===== src/rtl/gpio_int_collect_if.sv =====
// Signal bundle between a GPIO interrupt collector and its register-block owner.
// The owner (master) drives sources, modes, masks and clear strobes; the collector reports status.
interface gpio_int_collect_if #(
    parameter int CH_NUM = 16,
    parameter int ID_W   = 4
);
    logic [CH_NUM-1:0]   i_int_src;
    logic [2*CH_NUM-1:0] i_mode;
    logic [CH_NUM-1:0]   i_mask;
    logic [CH_NUM-1:0]   i_clr;
    logic [CH_NUM-1:0]   o_pend;
    logic                o_irq;
    logic [ID_W-1:0]     o_irq_id;
    logic [CH_NUM-1:0]   o_ovf;

    modport master (
        output i_int_src, i_mode, i_mask, i_clr,
        input  o_pend, o_irq, o_irq_id, o_ovf
    );

    modport slave (
        input  i_int_src, i_mode, i_mask, i_clr,
        output o_pend, o_irq, o_irq_id, o_ovf
    );
endinterface


===== src/rtl/gpio_int_collect.sv =====
// Synchronises asynchronous interrupt sources, detects level/edge events, and collects them into
// pending flags with a masked aggregate IRQ and ID. Overflow tracking: GPIO_INT_COLLECT_OVF_EN.
module gpio_int_collect #(
    parameter int CH_NUM   = 16,
    parameter int SYNC_STG = 2,
    parameter int ID_W     = 4
) (
    input  logic              clk_cpu,
    input  logic              rstn_cpu,
    gpio_int_collect_if.slave bus
);
    logic [CH_NUM-1:0] sync_q [SYNC_STG];
    logic [CH_NUM-1:0] hist_q;
    logic [CH_NUM-1:0] sync_s;
    logic [CH_NUM-1:0] evt;
    logic [CH_NUM-1:0] pend_q;
    logic [CH_NUM-1:0] act;
    logic              irq_q;
    logic [ID_W-1:0]   id_q;
    logic [ID_W-1:0]   id_nxt;

    assign sync_s = sync_q[SYNC_STG-1];

    // History flop follows the synchronizer output so edges compare consecutive synced samples.
    always_ff @(posedge clk_cpu or negedge rstn_cpu) begin
        if (!rstn_cpu) begin
            for (int k = 0; k < SYNC_STG; k++) sync_q[k] <= '0;
            hist_q <= '0;
        end else begin
            sync_q[0] <= bus.i_int_src;
            for (int k = 1; k < SYNC_STG; k++) sync_q[k] <= sync_q[k-1];
            hist_q <= sync_s;
        end
    end

    always_comb begin
        evt = '0;
        for (int i = 0; i < CH_NUM; i++) begin
            case (bus.i_mode[2*i +: 2])
                2'b00:   evt[i] = sync_s[i];
                2'b01:   evt[i] = sync_s[i] & ~hist_q[i];
                2'b10:   evt[i] = ~sync_s[i] & hist_q[i];
                default: evt[i] = sync_s[i] ^ hist_q[i];
            endcase
        end
    end

    assign act = pend_q & bus.i_mask;

    // Scan downwards so the lowest active index is the last one written.
    always_comb begin
        id_nxt = '0;
        for (int i = CH_NUM - 1; i >= 0; i--) begin
            if (act[i]) id_nxt = ID_W'(i);
        end
    end

    // An event in the same cycle as a clear keeps the flag set.
    always_ff @(posedge clk_cpu or negedge rstn_cpu) begin
        if (!rstn_cpu) begin
            pend_q <= '0;
            irq_q  <= 1'b0;
            id_q   <= '0;
        end else begin
            pend_q <= evt | (pend_q & ~bus.i_clr);
            irq_q  <= |act;
            id_q   <= id_nxt;
        end
    end

    assign bus.o_pend   = pend_q;
    assign bus.o_irq    = irq_q;
    assign bus.o_irq_id = id_q;

`ifdef GPIO_INT_COLLECT_OVF_EN
    logic [CH_NUM-1:0] edge_mode;
    logic [CH_NUM-1:0] ovf_q;

    always_comb begin
        edge_mode = '0;
        for (int i = 0; i < CH_NUM; i++) edge_mode[i] = |bus.i_mode[2*i +: 2];
    end

    // A second edge before software acknowledges the first is an overflow.
    always_ff @(posedge clk_cpu or negedge rstn_cpu) begin
        if (!rstn_cpu) begin
            ovf_q <= '0;
        end else begin
            ovf_q <= (ovf_q & ~bus.i_clr) | (evt & edge_mode & pend_q & ~bus.i_clr);
        end
    end

    assign bus.o_ovf = ovf_q;
`else
    assign bus.o_ovf = '0;
`endif
endmodule


===== src/flat_wrapper.sv =====
// flat-port wrapper written by rule: the top's interface ports become plain ports
module gpio_int_collect_flat 
#(
    parameter int CH_NUM   = 16,
    parameter int SYNC_STG = 2,
    parameter int ID_W     = 4
)
  (clk_cpu, rstn_cpu, bus_i_int_src, bus_i_mode, bus_i_mask, bus_i_clr, bus_o_pend, bus_o_irq, bus_o_irq_id, bus_o_ovf);
  gpio_int_collect_if #(.CH_NUM(CH_NUM), .ID_W(ID_W)) bus_i ();
  input  logic clk_cpu;
  input  logic rstn_cpu;
  input wire logic [$bits(bus_i.i_int_src)-1:0] bus_i_int_src;
  input wire logic [$bits(bus_i.i_mode)-1:0] bus_i_mode;
  input wire logic [$bits(bus_i.i_mask)-1:0] bus_i_mask;
  input wire logic [$bits(bus_i.i_clr)-1:0] bus_i_clr;
  output wire logic [$bits(bus_i.o_pend)-1:0] bus_o_pend;
  output wire logic [$bits(bus_i.o_irq)-1:0] bus_o_irq;
  output wire logic [$bits(bus_i.o_irq_id)-1:0] bus_o_irq_id;
  output wire logic [$bits(bus_i.o_ovf)-1:0] bus_o_ovf;
  assign bus_i.i_int_src = bus_i_int_src;
  assign bus_i.i_mode = bus_i_mode;
  assign bus_i.i_mask = bus_i_mask;
  assign bus_i.i_clr = bus_i_clr;
  assign bus_o_pend = bus_i.o_pend;
  assign bus_o_irq = bus_i.o_irq;
  assign bus_o_irq_id = bus_i.o_irq_id;
  assign bus_o_ovf = bus_i.o_ovf;
  gpio_int_collect #(.CH_NUM(CH_NUM), .SYNC_STG(SYNC_STG), .ID_W(ID_W)) u_core (.clk_cpu(clk_cpu), .rstn_cpu(rstn_cpu), .bus(bus_i));
endmodule

===== config.mk =====
export PLATFORM = sky130hd
export DESIGN_NAME = gpio_int_collect_flat
export DESIGN_NICKNAME = d
export VERILOG_FILES = /design/src/rtl/gpio_int_collect_if.sv /design/src/rtl/gpio_int_collect.sv /design/src/flat_wrapper.sv
export SDC_FILE = /design/constraint.sdc
export NUM_CORES = 1
export LEC_CHECK = 0
export CORE_MARGIN = 1
export CORE_UTILIZATION = 40
export DETAILED_ROUTE_END_ITERATION = 7
export PLACE_DENSITY = 0.73
export RECOVER_POWER = 25
export SLEW_MARGIN = 20
export SYNTH_ARGS = -nofsm -noshare
export SYNTH_HDL_FRONTEND = slang
export SYNTH_SLANG_ARGS = --single-unit

===== constraint.sdc =====
create_clock -name clk_cpu -period 2.8 [get_ports clk_cpu]
set_input_delay 0.84 -clock clk_cpu [delete_from_list [all_inputs] [get_ports clk_cpu]]
set_output_delay 0.84 -clock clk_cpu [all_outputs]
set_load 0.01 [all_outputs]

==> flow_metrics.tcl <==
# place-and-route summary
set metrics [dict create \
    wl_per_cell_um 12.8 \
    signal_buffers 102 \
    ys_seq_share_pct 54.9 \
    dpl_worst_slack_ns 0.564 \
    initial_utilization_pct 42.5 \
    status "complete, no violations" \
    synthArstFlopShare_pct 100 \
    dp_hpwl_um 4890 \
    maxPowerGroup "registers" \
    cts-buffers-inserted 9 \
    regToRegEndpoint "u_core.bus.o_irq_id[1]$_DFF_PN0_" \
    layout_top_cells "clkdlybuf4s50_1 (94), dfrtp_1 (69), inv_1 (48), ha_1 (32), nand2_1 (27)" \
    fin_cells 484 \
    vias 2333 \
    clk_latency_ns 0.34 \
    rows 31 \
    power.total_w 0.00236 \
    clk_share_pct 4.47 \
    warning_count 42 \
    edf_count 0 \
    r2r_cells 4 \
    p_per_area_nw_per_um2 534 \
    avgSynthCellArea_um2 11.7 \
    critPathRequiredTime_ns 1.96 \
]
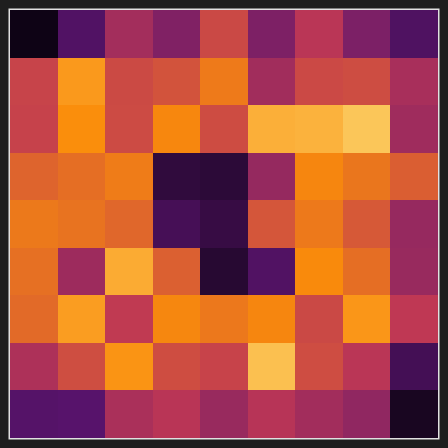
(cell area per tile)
9 x 9 tiles, from black (low) to pale yellow (high), 0 to 100% covered.
tiles over 75% full: 12%
fullest tile: 88%
emptiest ninth of the die: centre
mean over tiles: 52%

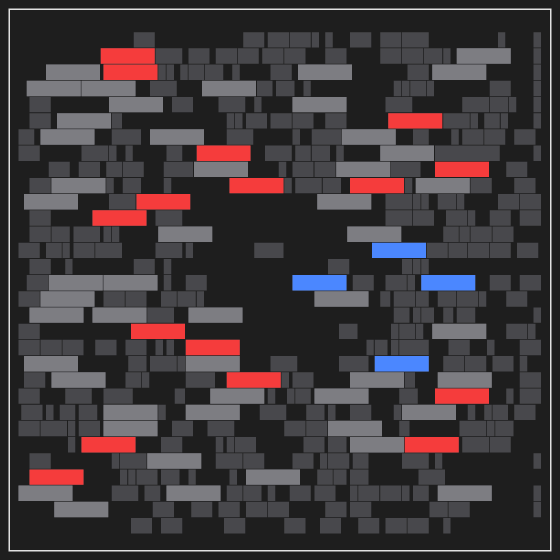
(sequential cells coloured by netlist name)
legend:
  u_core.hist_q:
    colour: red
    sequential_cells: 16
    where: spread over the die
  u_core.bus.o_irq_id:
    colour: blue
    sequential_cells: 4
    where: east
Seq. pwr: 0.00114 W
flop share of the area: 39.0%
Reg area: 1730 um^2
fin util: 59.7%

No activity file was given, so power comes from the tool's default toggle rates.
